### config.mk
export PLATFORM = sky130hd
export DESIGN_NAME = gcd_run_ctrl
export DESIGN_NICKNAME = d
export VERILOG_FILES = /design/src/rtl/gcd_run_ctrl.sv
export SDC_FILE = /design/constraint.sdc
export NUM_CORES = 1
export LEC_CHECK = 0
export ABC_CLOCK_PERIOD_IN_PS = 3400
export CAP_MARGIN = 15
export CORE_MARGIN = 3
export CORE_UTILIZATION = 49
export CTS_CLUSTER_DIAMETER = 30
export DETAILED_ROUTE_END_ITERATION = 8
export GPL_ROUTABILITY_DRIVEN = 0
export PLACE_DENSITY = 0.81
export SLEW_MARGIN = 25
export SYNTH_ARGS = -nofsm -noshare
export SYNTH_HDL_FRONTEND = slang
export SYNTH_SLANG_ARGS = --single-unit
### constraint.sdc
create_clock -name clk -period 3.4 [get_ports clk]
set_input_delay 0.68 -clock clk [delete_from_list [all_inputs] [get_ports clk]]
set_output_delay 0.68 -clock clk [all_outputs]
set_load 0.005 [all_outputs]
### src/rtl/gcd_run_ctrl.sv
// Job sequencer for the rv32i GCD program: validates and latches operands, clears and launches
// the CPU, filters the CPU result for stability and holds the outcome with busy/done/err status.
module gcd_run_ctrl #(
   parameter int unsigned CLR_CYCLES     = 4,
   parameter int unsigned STABLE_CYCLES  = 2,
   parameter int unsigned TIMEOUT_CYCLES = 1000000
) (
   input  logic        clk,
   input  logic        rst,
   input  logic        start_req,
   input  logic [6:0]  op_a,
   input  logic [6:0]  op_b,
   input  logic [31:0] cpu_result,
   output logic        cpu_clr,
   output logic        cpu_start,
   output logic [31:0] cpu_a,
   output logic [31:0] cpu_b,
   output logic        busy,
   output logic        done,
   output logic [1:0]  err,
   output logic [6:0]  result
);

   localparam int unsigned TW = $clog2(TIMEOUT_CYCLES + 1);
   localparam logic [3:0] CLR_LAST = 4'(CLR_CYCLES - 1);
   localparam logic [3:0] STABLE_VAL = 4'(STABLE_CYCLES);
   // FAIL is entered TIMEOUT_CYCLES cycles after the cpu_start cycle (launch cycle included).
   localparam logic [TW-1:0] TIMEOUT_LAST = TW'(TIMEOUT_CYCLES - 2);

   localparam logic [1:0] ERR_NONE    = 2'b00;
   localparam logic [1:0] ERR_OPERAND = 2'b01;
   localparam logic [1:0] ERR_TIMEOUT = 2'b10;

   typedef enum logic [2:0] {
      StIdle, StClear, StLaunch, StWait, StDone, StFail
   } state_e;

   state_e state_q, state_d;

   logic [3:0]    clr_cnt_q;
   logic [TW-1:0] wait_cnt_q;
   logic [3:0]    stab_cnt_q, stab_cnt_d;
   logic [31:0]   prev_q;
   logic [31:0]   cpu_a_q, cpu_b_q;
   logic          done_q;
   logic [1:0]    err_q;
   logic [6:0]    result_q;

   logic accept, ops_bad, stable_hit, timeout_hit, range_bad;

   always_comb begin
      accept  = start_req && (state_q == StIdle || state_q == StDone || state_q == StFail);
      ops_bad = (op_a == 7'd0) || (op_b == 7'd0) || (op_a > 7'd99) || (op_b > 7'd99);

      // Run length of identical non-zero samples, including the current one.
      if (cpu_result == 32'd0) begin
         stab_cnt_d = 4'd0;
      end else if (cpu_result == prev_q) begin
         stab_cnt_d = stab_cnt_q + 4'd1;
      end else begin
         stab_cnt_d = 4'd1;
      end

      stable_hit  = (stab_cnt_d == STABLE_VAL);
      timeout_hit = (wait_cnt_q == TIMEOUT_LAST);
      range_bad   = (cpu_result > 32'd99);
   end

   always_ff @(posedge clk or posedge rst) begin
      if (rst) begin
         state_q <= StIdle;
      end else begin
         state_q <= state_d;
      end
   end

   always_comb begin
      state_d = state_q;
      case (state_q)
         StIdle, StDone, StFail: begin
            if (accept) begin
               state_d = ops_bad ? StFail : StClear;
            end
         end
         StClear: begin
            if (clr_cnt_q == CLR_LAST) begin
               state_d = StLaunch;
            end
         end
         StLaunch: state_d = StWait;
         StWait: begin
            // Completion takes priority over a simultaneous timeout.
            if (stable_hit) begin
               state_d = range_bad ? StFail : StDone;
            end else if (timeout_hit) begin
               state_d = StFail;
            end
         end
         default: state_d = StIdle;
      endcase
   end

   always_comb begin
      cpu_clr   = (state_q == StClear);
      cpu_start = (state_q == StLaunch);
      busy      = (state_q == StClear) || (state_q == StLaunch) || (state_q == StWait);
      cpu_a     = cpu_a_q;
      cpu_b     = cpu_b_q;
      done      = done_q;
      err       = err_q;
      result    = result_q;
   end

   always_ff @(posedge clk or posedge rst) begin
      if (rst) begin
         clr_cnt_q  <= '0;
         wait_cnt_q <= '0;
         stab_cnt_q <= '0;
         prev_q     <= '0;
         cpu_a_q    <= '0;
         cpu_b_q    <= '0;
         done_q     <= 1'b0;
         err_q      <= ERR_NONE;
         result_q   <= '0;
      end else begin
         case (state_q)
            StIdle, StDone, StFail: begin
               if (accept) begin
                  done_q <= 1'b0;
                  if (ops_bad) begin
                     err_q <= ERR_OPERAND;
                  end else begin
                     cpu_a_q   <= {25'd0, op_a};
                     cpu_b_q   <= {25'd0, op_b};
                     err_q     <= ERR_NONE;
                     result_q  <= '0;
                     clr_cnt_q <= '0;
                  end
               end
            end
            StClear: clr_cnt_q <= clr_cnt_q + 4'd1;
            StLaunch: begin
               wait_cnt_q <= '0;
               stab_cnt_q <= '0;
               prev_q     <= '0;
            end
            StWait: begin
               wait_cnt_q <= wait_cnt_q + 1'b1;
               stab_cnt_q <= stab_cnt_d;
               prev_q     <= cpu_result;
               if (stable_hit) begin
                  if (range_bad) begin
                     err_q <= ERR_TIMEOUT;
                  end else begin
                     done_q   <= 1'b1;
                     result_q <= cpu_result[6:0];
                  end
               end else if (timeout_hit) begin
                  err_q <= ERR_TIMEOUT;
               end
            end
            default: ;
         endcase
      end
   end

endmodule

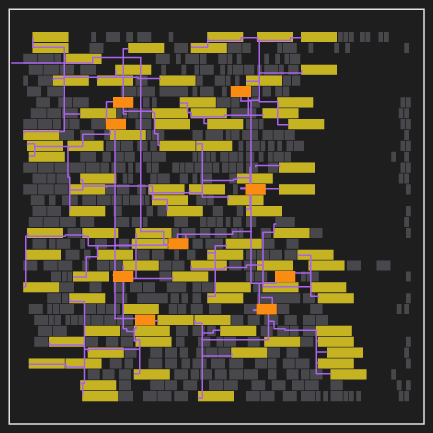
(images/clock_wires.png)
Scale: 4 px per µm.
yellow -> flip-flops  # count 87
purple -> clock wires  # length 1030 µm
orange -> clock-net drivers  # count 9
routed clock nets = 10

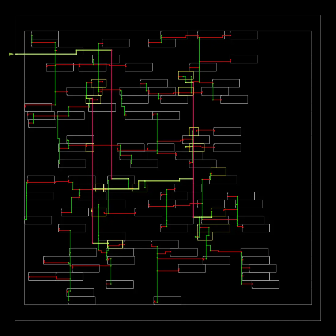
(images/clock_nets.png)
Worst-Skew Late Latency: 0.36 ns
layout clock buffer count: 12
CTS Sinks: 87
CTS Buf Count: 9

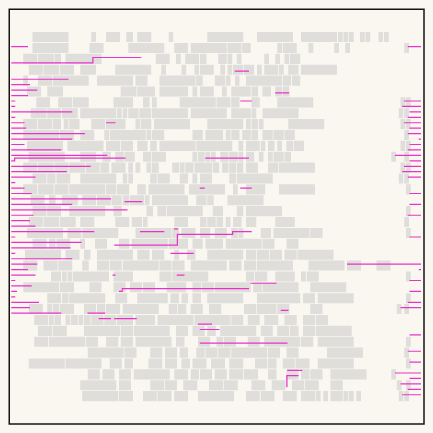
(images/m3.png)
Scale: 4 px per µm. Cells faint in the background.
nets with wire on the layer = 95
main direction = horizontal
longest straight run = 31.5 µm
share of all routed wire = 7.2%
wire length on this layer = 731 µm
vias: 3511
met3 usage: 0.0563
WL final: 10100 µm

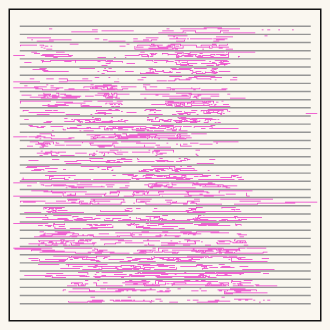
(images/m1.png)
Scale: 3 px per µm. Supply wires on this layer in grey.
main direction = horizontal
wire length on this layer = 4510 µm

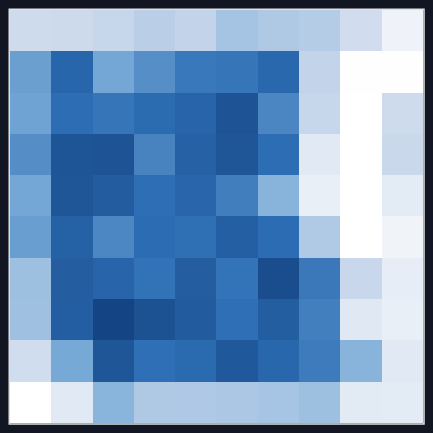
(images/util_map.png)
Scale: 4 px per µm. 10 x 10 tiles, from white (low) to dark blue (high), 0 to 100% covered.
mean over tiles = 50%
nearly empty tiles = 7.0%
tiles over 75% full = 31%
fullest tile = 92%
CORE AREA: 8980 µm²
Final Util: 0.617
FP Core Util: 0.517

==> run_results.csv <==
group,metric,value,unit
sta,slew_headroom,0.467,
die,chip_area,10700,µm²
sta,timing.hold.ws,0.481,ns
grt,grt-busiest-layer,"met2",
final_layout,fin_cells,645,
yosys,synth_area_per_cell,10.5,µm²
clock_tree,clkSlewWorstSetupHoldPaths,0.09,ns
power_and_ir_drop,powerClk,754,µW
outcome,status,"finished, final reports clean",
die,rows,34,
final_layout,layout-drive-gt1-share,0.0790,
power_and_ir_drop,comb_power_share,0.349,
grt,track_usage,0.199,
drt,drc,0,
critical_path,reg2reg_depth,6,
final_layout,comb_area_share,0.390,
sta,finalSetupViolCount,0,
critical_path,start_kind,"flop",
clock_tree,htree_levels,3,
yosys,ys_async_sr_fraction,1.00,
final_layout,largest-register,"prev_q",
critical_path,worstPathCellList,"nor2b_1, nand2_1, buf_4, inv_1, clkdlybuf4s50_1",
sta,fmax,348,MHz
final_layout,num-nonclk-inverters,8,
clock_tree,cts.path.max_buffers,2,
clock_tree,cts_tree,"done",
die,fp.dieH,103,µm
power_and_ir_drop,leakage,0.00237,µW
drt,via_per_inst,5.44,
sta,fin_skew,0.00884,ns
yosys,yosys.stat.chipArea,4640,µm²
grt,grt_antenna_before_repair,0,
drt,antenna_left,0,
final_layout,nNonClkBuffers,80,
power_and_ir_drop,worst_ir_drop_vdd,0.376,mV
final_layout,clock_area_frac,0.0377,
yosys,topCombFamilyByArea,"AND-OR/OR-AND gates",
critical_path,slowest_stage,"dfrtp_1",
final_layout,combGateArea,2160,µm²
yosys,compound_area_frac,0.152,
sta,drv_slew,0,
final_layout,logic_gate_count,328,
final_layout,seq_area,2180,µm²
-- cell usage in the layout, fill, tap and decap left out, drive strengths merged, types with 3 or more instances in the layout --
cell type | synthesis | final
a21o | 4 | 4
a21oi | 6 | 6
a22o | 35 | 35
a31oi | 3 | 3
a32oi | 7 | 7
and2 | 5 | 5
and3 | 6 | 6
buf | 55 | 5
clkbuf | 11 | 12
clkdlybuf4s50 | 0 | 75
conb | 1 | 50
dfrtp | 87 | 87
ha | 4 | 4
inv | 8 | 7
mux2 | 15 | 15
mux2i | 9 | 9
nand2 | 41 | 41
nand3 | 9 | 9
nand4 | 13 | 13
nor2 | 10 | 10
nor2b | 3 | 3
nor3 | 10 | 10
nor4 | 12 | 12
o211ai | 6 | 6
o21ai | 16 | 16
o31ai | 6 | 6
xnor2 | 34 | 34
-- worst max-delay path, delay by kind of cell (launching register included) --
family / cells / cell delay (ns)
simple gates: 2 / 0.42
buf+inv: 3 / 0.79
flops: 1 / 0.62
-- cells in the mapped netlist, types with 5 or more instances --
library cell	count	area share
dfrtp_1	87	0.47
buf_4	51	0.082
nand2_1	41	0.033
a22o_1	35	0.066
xnor2_1	34	0.064
mux2_2	15	0.036
nand4_1	13	0.018
clkbuf_1	11	0.0089
nor4_1	11	0.015
nor2_1	10	0.0081
nor3_1	10	0.011
mux2i_1	9	0.019
nand3_1	9	0.0097
o21ai_0	9	0.0097
inv_1	8	0.0065
a32oi_1	7	0.013
o21ai_1	7	0.0075
a21oi_1	6	0.0065
and3_1	6	0.0081
o211ai_1	6	0.0097
o31ai_1	6	0.0097
and2_1	5	0.0067
-- routing by layer --
metal / routed length [µm] / vias to the layer above / share of wire
li1: - / 1648 / -
met5: 0 / - / 0
met1: 4510 / 1728 / 0.44
met4: 164 / 0 / 0.016
met2: 4740 / 121 / 0.47
met3: 731 / 14 / 0.072
Power figures rest on the tool's default switching activity, not on a simulated workload.
